$ cat src/rtl/seq_pkg.sv
// Shared types and constants for the serial pattern generator.
// Optional feature macro used by seq_pattern_gen: SEQ_GEN_PARITY_EN.
package seq_pkg;

    typedef enum logic [1:0] {
        IDLE = 2'd0,
        SEND = 2'd1,
        GAP  = 2'd2,
        DONE = 2'd3
    } state_t;

    localparam logic [3:0] DEFAULT_PATTERN = 4'b1011;

endpackage

$ cat src/rtl/seq_piso.sv
// Parallel-in / serial-out shift register, MSB first.
// load has priority over shift; q_msb is the bit that will be emitted next.
module seq_piso #(
    parameter int W = 4
) (
    input  logic         clk,
    input  logic         reset_i,
    input  logic         load,
    input  logic         shift,
    input  logic [W-1:0] d,
    output logic         q_msb
);

    logic [W-1:0] sh_q;
    logic [W-1:0] sh_d;

    // Next shift-register contents: load wins, otherwise shift left by one.
    always_comb begin
        sh_d = sh_q;
        if (load) begin
            sh_d = d;
        end else if (shift) begin
            sh_d = {sh_q[W-2:0], 1'b0};
        end
    end

    // Shift-register state.
    // NOTE: this is a few flops of control-path data, not a RAM, so it is reset like any other state.
    always_ff @(posedge clk or negedge reset_i) begin
        if (!reset_i) begin
            sh_q <= '0;
        end else begin
            sh_q <= sh_d;
        end
    end

    assign q_msb = sh_q[W-1];

endmodule

$ cat src/rtl/seq_pattern_gen.sv
// Serial pattern transmitter: sends a latched PAT_W-bit pattern MSB first,
// a programmed number of times, with a programmed idle gap between copies.
// Optional feature macro: SEQ_GEN_PARITY_EN appends an even-parity bit to every copy.
// All outputs are registered; the next-cycle output values are derived from
// the next-state decision, so out_o lines up with state_q == SEND.
module seq_pattern_gen #(
    parameter int PAT_W = 4,
    parameter int CNT_W = 8,
    parameter int GAP_W = 4
) (
    input  logic             clk,
    input  logic             reset_i,
    input  logic             start_i,
    input  logic [PAT_W-1:0] pattern_i,
    input  logic [CNT_W-1:0] repeat_i,
    input  logic [GAP_W-1:0] gap_i,
    output logic             busy_o,
    output logic             out_o,
    output logic             out_valid_o,
    output logic             last_o,
    output logic             done_o
);

    import seq_pkg::*;

`ifdef SEQ_GEN_PARITY_EN
    localparam int BITS = PAT_W + 1;
`else
    localparam int BITS = PAT_W;
`endif
    localparam int IDX_W = $clog2(BITS + 1);
    localparam logic [IDX_W-1:0] LAST_IDX = IDX_W'(BITS - 1);

    state_t           state_q, state_d;
    logic [PAT_W-1:0] pat_q, pat_d;
    logic [GAP_W-1:0] gap_q, gap_d;
    logic [CNT_W-1:0] rep_cnt_q, rep_cnt_d;   // copies left, including the one on the line
    logic [GAP_W-1:0] gap_cnt_q, gap_cnt_d;   // idle cycles left in the current gap
    logic [IDX_W-1:0] bit_idx_q, bit_idx_d;   // index of the bit currently on the line

    logic busy_q, busy_d;
    logic out_q, out_d;
    logic out_valid_q, out_valid_d;
    logic last_q, last_d;
    logic done_q, done_d;

    logic             piso_load;
    logic             piso_shift;
    logic [PAT_W-1:0] piso_d;
    logic             piso_msb;
    logic             next_bit;
    logic             par_slot;
    logic             par_bit;

    // The shift register holds the bits not yet emitted; the bit on the line lives in out_q.
    seq_piso #(.W(PAT_W)) u_piso (
        .clk     (clk),
        .reset_i (reset_i),
        .load    (piso_load),
        .shift   (piso_shift),
        .d       (piso_d),
        .q_msb   (piso_msb)
    );

`ifdef SEQ_GEN_PARITY_EN
    assign par_slot = (bit_idx_q == IDX_W'(PAT_W - 1));
    assign par_bit  = ^pat_q;
`else
    assign par_slot = 1'b0;
    assign par_bit  = 1'b0;
`endif

    // Next-state, counter and registered-output logic.
    // NOTE: every signal written here gets a default first, so no path through the case can infer a latch.
    always_comb begin
        state_d    = state_q;
        pat_d      = pat_q;
        gap_d      = gap_q;
        rep_cnt_d  = rep_cnt_q;
        gap_cnt_d  = gap_cnt_q;
        bit_idx_d  = bit_idx_q;
        piso_load  = 1'b0;
        piso_shift = 1'b0;
        piso_d     = pat_q << 1;
        next_bit   = 1'b0;

        unique case (state_q)
            IDLE: begin
                if (start_i) begin
                    pat_d     = pattern_i;
                    gap_d     = gap_i;
                    rep_cnt_d = repeat_i;
                    bit_idx_d = '0;
                    if (repeat_i != '0) begin
                        state_d   = SEND;
                        piso_load = 1'b1;
                        piso_d    = pattern_i << 1;
                        next_bit  = pattern_i[PAT_W-1];
                    end else begin
                        state_d = DONE;
                    end
                end
            end

            SEND: begin
                if (bit_idx_q != LAST_IDX) begin
                    bit_idx_d = bit_idx_q + 1'b1;
                    if (par_slot) begin
                        next_bit = par_bit;
                    end else begin
                        next_bit   = piso_msb;
                        piso_shift = 1'b1;
                    end
                end else if (rep_cnt_q > CNT_W'(1)) begin
                    rep_cnt_d = rep_cnt_q - 1'b1;
                    bit_idx_d = '0;
                    if (gap_q != '0) begin
                        state_d   = GAP;
                        gap_cnt_d = gap_q;
                    end else begin
                        piso_load = 1'b1;
                        next_bit  = pat_q[PAT_W-1];
                    end
                end else begin
                    rep_cnt_d = '0;
                    state_d   = DONE;
                end
            end

            GAP: begin
                if (gap_cnt_q <= GAP_W'(1)) begin
                    gap_cnt_d = '0;
                    state_d   = SEND;
                    piso_load = 1'b1;
                    next_bit  = pat_q[PAT_W-1];
                end else begin
                    gap_cnt_d = gap_cnt_q - 1'b1;
                end
            end

            DONE: begin
                state_d = IDLE;
            end

            default: begin
                state_d = IDLE;
            end
        endcase

        out_valid_d = (state_d == SEND);
        out_d       = out_valid_d & next_bit;
        last_d      = out_valid_d && (bit_idx_d == LAST_IDX) && (rep_cnt_d == CNT_W'(1));
        done_d      = (state_d == DONE);
        busy_d      = (state_d == SEND) || (state_d == GAP);
    end

    // State, latched fields, counters and output registers.
    // NOTE: non-blocking assignments so every flop samples the pre-edge values of the others.
    always_ff @(posedge clk or negedge reset_i) begin
        if (!reset_i) begin
            state_q     <= IDLE;
            pat_q       <= '0;
            gap_q       <= '0;
            rep_cnt_q   <= '0;
            gap_cnt_q   <= '0;
            bit_idx_q   <= '0;
            busy_q      <= 1'b0;
            out_q       <= 1'b0;
            out_valid_q <= 1'b0;
            last_q      <= 1'b0;
            done_q      <= 1'b0;
        end else begin
            state_q     <= state_d;
            pat_q       <= pat_d;
            gap_q       <= gap_d;
            rep_cnt_q   <= rep_cnt_d;
            gap_cnt_q   <= gap_cnt_d;
            bit_idx_q   <= bit_idx_d;
            busy_q      <= busy_d;
            out_q       <= out_d;
            out_valid_q <= out_valid_d;
            last_q      <= last_d;
            done_q      <= done_d;
        end
    end

    assign busy_o      = busy_q;
    assign out_o       = out_q;
    assign out_valid_o = out_valid_q;
    assign last_o      = last_q;
    assign done_o      = done_q;

endmodule
$ cat config.mk
export PLATFORM = sky130hd
export DESIGN_NAME = seq_pattern_gen
export DESIGN_NICKNAME = d
export VERILOG_FILES = /design/src/rtl/seq_pkg.sv /design/src/rtl/seq_piso.sv /design/src/rtl/seq_pattern_gen.sv
export SDC_FILE = /design/constraint.sdc
export NUM_CORES = 1
export LEC_CHECK = 0
export CORE_MARGIN = 5
export CORE_UTILIZATION = 55
export CTS_CLUSTER_SIZE = 28
export DETAILED_ROUTE_END_ITERATION = 10
export PLACE_DENSITY = 0.79
export RECOVER_POWER = 25
export REMOVE_ABC_BUFFERS = 1
export SLEW_MARGIN = 10
export SYNTH_ARGS = -nofsm -noshare
export SYNTH_HDL_FRONTEND = slang
export SYNTH_SLANG_ARGS = --single-unit
$ cat constraint.sdc
create_clock -name clk -period 3.56 [get_ports clk]
set_input_delay 0.89 -clock clk [delete_from_list [all_inputs] [get_ports clk]]
set_output_delay 0.89 -clock clk [all_outputs]
set_load 0.01 [all_outputs]
Run 1, power grid:
Drawn at 6 px/µm. Pins as bars on the die edge. Tap cells in grey.
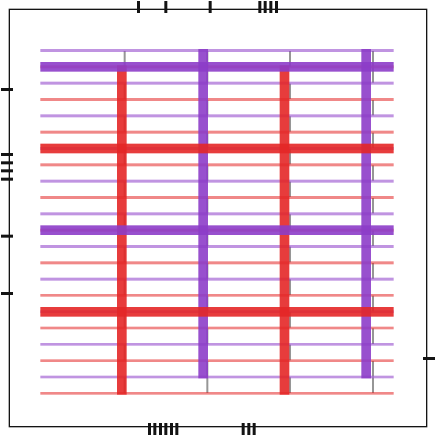
net	colour
VDD	purple
VSS	red
met4 straps	4
signal pins	24
met5 straps	4
met1 rails	22
rows	21
placeable core region: 3360 µm²
Die W: 69.3 µm
die height: 69.3 µm

Run 1, cell classes on the final placement:
Drawn at 6 px/µm. Fill, decap, tap and diode cells in grey.
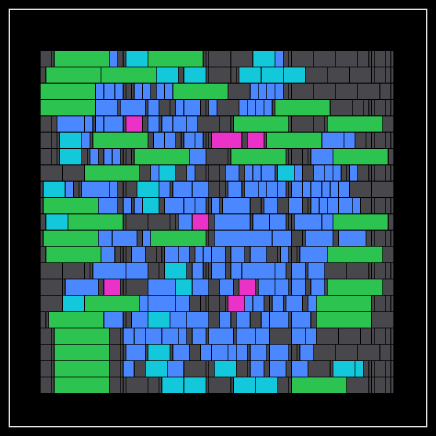
class	colour	cells
all other logic	blue	169
other buffers and delay cells	cyan	28
clock drivers and dummy loads	magenta	7
flip-flops	green	33

==> notes.md, run 1 <==
Finish
• 162 — multi-input gates
• 0.0258 — clk cell area share
• 263 — NumNets Final
• 0.116 — Data buffer area share
• rep_cnt_q — top register by number of flip-flops
• 826 µm² — total area of sequential cells
• 0.0886 — fraction of final layout cells sized beyond drive strength 1
• 287 — Filler Cell Count
• 8 — flip-flop count of the largest register, all copies and words added
• 0.679 — fin util
• 17.9% — layout overhead on the synthesized area
• 0 — # diodes
• 283 — Cell Count, Final, Fillers Out
• 36 x sky130_fd_sc_hd__nand2_1, 33 x sky130_fd_sc_hd__dfrtp_1, 22 x sky130_fd_sc_hd__clkdlybuf4s50_1, 13 x sky130_fd_sc_hd__nor2_1, 13 x sky130_fd_sc_hd__o21ai_0 — leading cell types in the layout, fill and taps excluded
• logic gates — most area-hungry cell class in the final design
• sky130_fd_sc_hd__nand2_1 — commonest non-fill, non-tap cell in the layout
• 2280 µm² — Layout Cell Area excl Fill
• 28 — count of buffers not belonging to the clock network in the layout
• 0.362 — flop share of the area
• 0.460 — multi-input gate share of the layout cell area
• 33 — number of sequential cells
• 1050 µm² — area of the multi-input gates
• 7 — inverter count of the layout excluding clock inverters
• 6 — tally of clock buffers in the finished layout

STA
• 0.535 ns — min setup slack post-route
• 34 — max-slew violation count
• 0 — final-report hold violation count
• 0.850 — post-route fraction of the period consumed by the critical path
• 0.490 ns — hold_ws
• 0 — number of endpoints failing setup at the final stage
• 331 MHz — Fmax achieved
• no — RSZ-0062 raised after global routing
• 0 ns — summed negative setup slack over all endpoints
• 3.03 ns — time the worst path needs with I/O delays and setup

Drt
• 0 — antenna viol nets, final
• 4 — first drt pass iteration count
• met4 — highest layer used for signal routing
• 2.12 mm — Routed met1 length
• 6.13 — ratio of routed vias to standard cells
• 4.80 mm — overall routed net length
• 2.26 mm — met2 layer wire length in the routed design
• 1,736 — via total after detailed routing
• 155 — violation count after the first detailed-route iteration
• 0 — DRC violation count after routing
• 364 µm — WL met3

Global routing
• 1,762 — vias in the first global route
• 0 — initial antenna violation count
• 0.329 — grt met2 use
• 34 — pin count of the biggest net entering global routing
• 0.293 — met1 layer usage reported by global route
• 0 — overflow left after global routing
• 0.214 — overall track demand over capacity in global routing
• 8.34 mm — first-pass GRT wire length
• met2 — busiest layer in global routing
• 0.0609 — routing usage on met3

Power and ir drop
• 0.725 mW — seq pwr
• 827 nW/µm² — Pwr Density
• 1.03 mW — internal power
• 0.501 — combinational group share of total power
• 1.89 mW — overall power
• 0.854 mW — net switching power figure
• combinational cells — power group with the largest share
• 0.945 mW — combinational cell power
• 0.384 — Sequential Power Share
• 0.960 nW — static leakage
• 0.453 — Net Sw Frac

Setup path
• 5 — critical-path maximum fanout
• sky130_fd_sc_hd__o21bai_1 — critical path's slowest cell
• last_o — Crit Reg-Reg Endpoint
• 3.27 ns — data arrival time of the critical path
• 3.80 ns — data required time of the worst path
• 0.53 ns — r2r setup slk
• last_o — critical path capture point
• reg2reg — critical setup path kind
• rep_cnt_q[0] — launch point of the worst path
• 0.49 ns — crit-path max cell delay
• flip-flop — Critical Path End Type
• AND-OR/OR-AND gates — cell family with the largest share of critical-path delay
• inv_1, ha_1, o21bai_1, or2_1, o21ai_0, a221oi_1, ha_1, and2_1, o2111ai_1, nor4b_2, nor4b_2 — chain of cells forming the critical path
• rep_cnt_q[0] — worst reg2reg startpoint
• 1 — buffers and inverters on the worst path
• 11 — number of cell instances on the worst register-to-register path
• 11 — Crit. path cell count
• flip-flop — crit path launch type

Synth
• 1940 µm² — post-synth design cell area
• 0.0136 — XOR/XNOR Fraction of Synth Area
• sky130_fd_sc_hd__nand2_1 — cell with the most instances after synthesis
• 1.00 — FFs w/ async S/R, synth
• simple AND/OR/NAND/NOR gates — main logic family after synthesis
• 0.427 — top-area cell type share of the netlist area
• 0.269 — simple-gate share of the synthesized area
• 0 — number of synthesized flops with an enable pin
• sky130_fd_sc_hd__dfrtp_1 43%, sky130_fd_sc_hd__nand2_1 7.0%, sky130_fd_sc_hd__ha_1 4.5% — cell types with the largest area share after synthesis
• 0 — warning count from the yosys run
• 1940 µm² — area figure in the yosys stat output
• sky130_fd_sc_hd__dfrtp_1 — Commonest flop
• 209 — Yosys Instances
• 0.193 — Post-Synth AOI/OAI Area
• 0.0452 — fraction of the mapped netlist area in adder cells
• 33 — flip-flop and latch count after synthesis
• 0.427 — post-synthesis sequential area ratio
• 36 x sky130_fd_sc_hd__nand2_1, 33 x sky130_fd_sc_hd__dfrtp_1, 13 x sky130_fd_sc_hd__nor2_1, 13 x sky130_fd_sc_hd__o21ai_0 — synth cell count leaders
• 0.0220 — multiplexer area fraction after synthesis
• 209 — instance count of the mapped netlist
• sky130_fd_sc_hd__dfrtp_1 — cell accounting for the most synthesized area
• 9.26 µm² — average instance area after synthesis
• 47 — Netlist cell types

Place
• 2230 µm² — post-detailed-placement cell area
• 23 — count of input and output buffers
• 276 — number of placed instances, taps included
• 0.372 ns — worst slack, placed
• 3.64 mm — detailed-placement wirelength estimate
• 0.984 — final weighted congestion in routability-driven placement

Die
• 0.576 — initial core utilization
• 46 — Taps Inserted
• 21 — row cnt
• 24 — boundary pin count
• 4810 µm² — full die area

Clocking
• 2 — worst-case clock buffer depth
• 0 — total of cells resized after clock tree synthesis
• 0 — Post-CTS Hold Fix Bufs
• 33 — TritonCTS Sinks
• built — clock tree from TritonCTS
• 0 — Post-CTS Setup Repair Bufs
• sky130_fd_sc_hd__clkbuf_4 — CTS root buf
• 2 — CTS H-tree depth
• 5 — Num CTS Buffers
• 0.10 ns — Clock Pin Slew Worst Setup and Hold Paths

Min path
• 2 — count of cells along the worst hold path
• reg2reg — HP Class
• pat_q[0] — Hold EP
• pat_q[0] — beginning of the worst hold path

Run status
• max-capacitance violations, max-slew violations — failing checks
• finished, violations left — outcome

Flow run
• 28 — number of logged tool warnings
• 1 — # Max-Cap Violations

Run 1, routed clock nets over the placement:
Drawn at 6 px/µm.
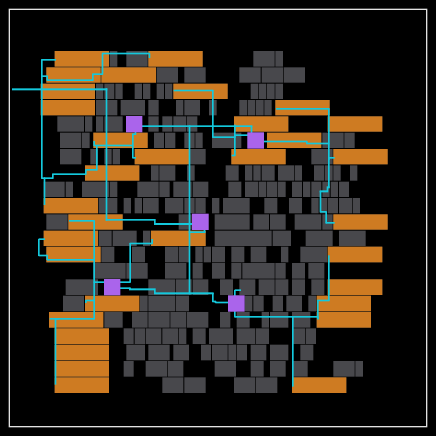
[clock wires] cyan | length: 396 µm
[cells driving clock nets] purple | count: 5
[flip-flops] orange | count: 33
routed clock nets	6
flops lie	all over the die
clk ins delay skew pair: 0.33 ns
power consumed by the clock network: 0.216 mW
Clk network pwr share: 0.115
final clock skew: 0.00863 ns

==> inputs of run 2 (changes only) <==
clock period = 3 ns   (was 3.56 ns; I/O delays follow)
==> run 2 against run 1 <==
  * The run still ends with max-capacitance violations, max-slew violations left
  * Wire length rose by 1.8%
  * Synthesized cell count did not move
  * Combinational power rose by 24%
  * Sequential share of layout area fell by 0.72 points
  * Register-to-register slack got worse by 0.31 ns
  * Clock skew rose by 0.0085 ns
  * Cell count rose by 2.8%
  * Critical path type unchanged
  * Critical endpoint unchanged
  * Largest power group unchanged
==> notes.md, run 2 <==
Run status
• finished, violations left — outcome
• max-capacitance violations, max-slew violations — failing checks

Clocking
• 2 — CTS H-tree depth
• 0.35 ns — clk ins delay skew pair
• 2 — worst-case clock buffer depth
• 0.12 ns — Clock Pin Slew Worst Setup and Hold Paths
• sky130_fd_sc_hd__clkbuf_4 — CTS root buf
• 0 — Post-CTS Hold Fix Bufs
• 5 — Num CTS Buffers

Global routing
• 8.07 mm — first-pass GRT wire length
• 1,699 — vias in the first global route
• 0.0551 — routing usage on met3
• 0 — overflow left after global routing
• 0.208 — overall track demand over capacity in global routing
• 0.267 — met1 layer usage reported by global route
• 0.329 — grt met2 use

Finish
• 0.122 — fraction of final layout cells sized beyond drive strength 1
• 2330 µm² — Layout Cell Area excl Fill
• 8 — flip-flop count of the largest register, all copies and words added
• 0.0236 — clk cell area share
• 1050 µm² — area of the multi-input gates
• 7 — inverter count of the layout excluding clock inverters
• 35 — count of buffers not belonging to the clock network in the layout
• 20.5% — layout overhead on the synthesized area
• 0.450 — multi-input gate share of the layout cell area
• 36 x sky130_fd_sc_hd__nand2_1, 32 x sky130_fd_sc_hd__dfrtp_1, 22 x sky130_fd_sc_hd__clkdlybuf4s50_1, 13 x sky130_fd_sc_hd__nor2_1, 13 x sky130_fd_sc_hd__o21ai_0 — leading cell types in the layout, fill and taps excluded
• 827 µm² — total area of sequential cells
• 288 — Filler Cell Count
• 0 — # diodes
• 291 — Cell Count, Final, Fillers Out
• 162 — multi-input gates
• rep_cnt_q — top register by number of flip-flops
• sky130_fd_sc_hd__nand2_1 — commonest non-fill, non-tap cell in the layout
• 33 — number of sequential cells
• 0.136 — Data buffer area share
• 270 — NumNets Final
• 0.355 — flop share of the area

Synth
• 0.427 — post-synthesis sequential area ratio
• 1940 µm² — post-synth design cell area
• 47 — Netlist cell types
• 1940 µm² — area figure in the yosys stat output
• 0.427 — top-area cell type share of the netlist area
• 33 — flip-flop and latch count after synthesis
• 36 x sky130_fd_sc_hd__nand2_1, 33 x sky130_fd_sc_hd__dfrtp_1, 13 x sky130_fd_sc_hd__nor2_1, 13 x sky130_fd_sc_hd__o21ai_0 — synth cell count leaders
• sky130_fd_sc_hd__dfrtp_1 43%, sky130_fd_sc_hd__nand2_1 7.0%, sky130_fd_sc_hd__ha_1 4.5% — cell types with the largest area share after synthesis
• simple AND/OR/NAND/NOR gates — main logic family after synthesis
• 9.26 µm² — average instance area after synthesis
• 209 — instance count of the mapped netlist
• 0.0220 — multiplexer area fraction after synthesis
• sky130_fd_sc_hd__nand2_1 — cell with the most instances after synthesis

Setup path
• flip-flop — Critical Path End Type
• flip-flop — crit path launch type
• rep_cnt_q[4] — worst reg2reg startpoint
• last_o — critical path capture point
• 0.62 ns — crit-path max cell delay
• 0 — buffers and inverters on the worst path
• last_o — Crit Reg-Reg Endpoint
• 3.27 ns — data required time of the worst path
• 7 — critical-path maximum fanout
• reg2reg — critical setup path kind
• 9 — Crit. path cell count
• 9 — number of cell instances on the worst register-to-register path
• sky130_fd_sc_hd__or4_4 — critical path's slowest cell

STA
• 0.0171 ns — final clock skew
• 0.225 ns — min setup slack post-route
• 2.78 ns — time the worst path needs with I/O delays and setup
• 0 — number of endpoints failing setup at the final stage
• 0.925 — post-route fraction of the period consumed by the critical path
• 0.491 ns — hold_ws
• no — RSZ-0062 raised after global routing
• 34 — max-slew violation count

Power and ir drop
• 973 nW/µm² — Pwr Density
• 0.451 — Net Sw Frac
• 1.02 mW — net switching power figure
• 2.27 mW — overall power
• 0.995 nW — static leakage
• 1.25 mW — internal power
• 0.517 — combinational group share of total power
• 0.372 — Sequential Power Share
• 0.843 mW — seq pwr
• combinational cells — power group with the largest share

Place
• 283 — number of placed instances, taps included
• -0.0218 ns — worst slack, placed
• 23 — count of input and output buffers
• 0.928 — final weighted congestion in routability-driven placement
• 3.64 mm — detailed-placement wirelength estimate
• 2280 µm² — post-detailed-placement cell area

Die
• 46 — Taps Inserted
• 69.3 µm — die height
• 0.576 — initial core utilization
• 24 — boundary pin count
• 3360 µm² — placeable core region

Drt
• 6.02 — ratio of routed vias to standard cells
• 0 — antenna viol nets, final
• 143 — violation count after the first detailed-route iteration
• 253 µm — WL met3
• met4 — highest layer used for signal routing
• 4 — first drt pass iteration count
• 4.88 mm — overall routed net length

Flow run
• 1 — # Max-Cap Violations

Min path
• pat_q[3] — Hold EP
• pat_q[3] — beginning of the worst hold path
• 2 — count of cells along the worst hold path

Run 2, metal layers overlaid:
Drawn at 6 px/µm.
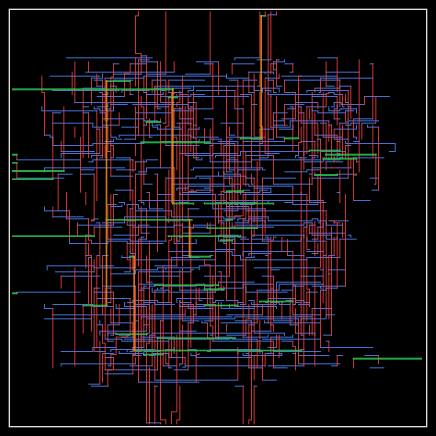
layer	colour	wire length
met4	orange	98.6 µm
met2	red	2,320 µm
met3	green	253 µm
met1	blue	2,220 µm
via total after detailed routing: 1,751
routed wirelength normalized by instance count: 16.8 µm

Run 2, power grid:
Drawn at 6 px/µm. Pins as bars on the die edge. Tap cells in grey.
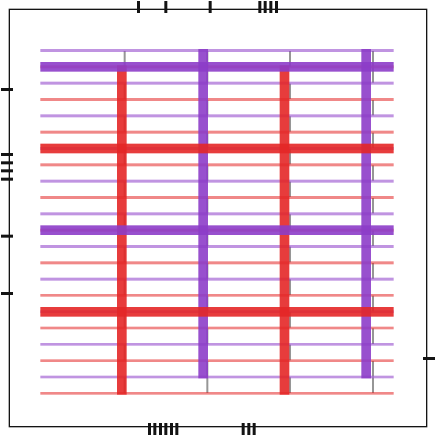
net	colour
VSS	red
VDD	purple
met4 straps	4
signal pins	24
met1 rails	22
met5 straps	4
tap cells	46
worst-case vdd ir drop: 550 µV

Run 2, routed clock nets over the placement:
Drawn at 6 px/µm.
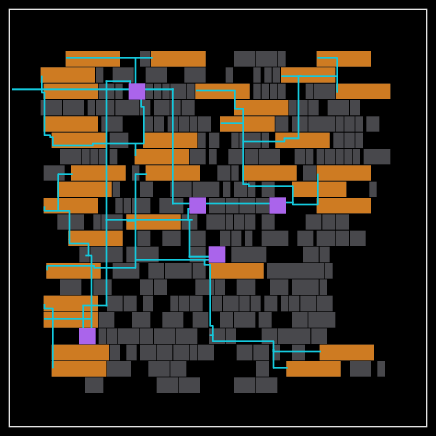
[cells driving clock nets] purple | count: 5
[clock wires] cyan | length: 433 µm
[flip-flops] orange | count: 33
flops lie	all over the die

Power is estimated from default activity; no workload was simulated.
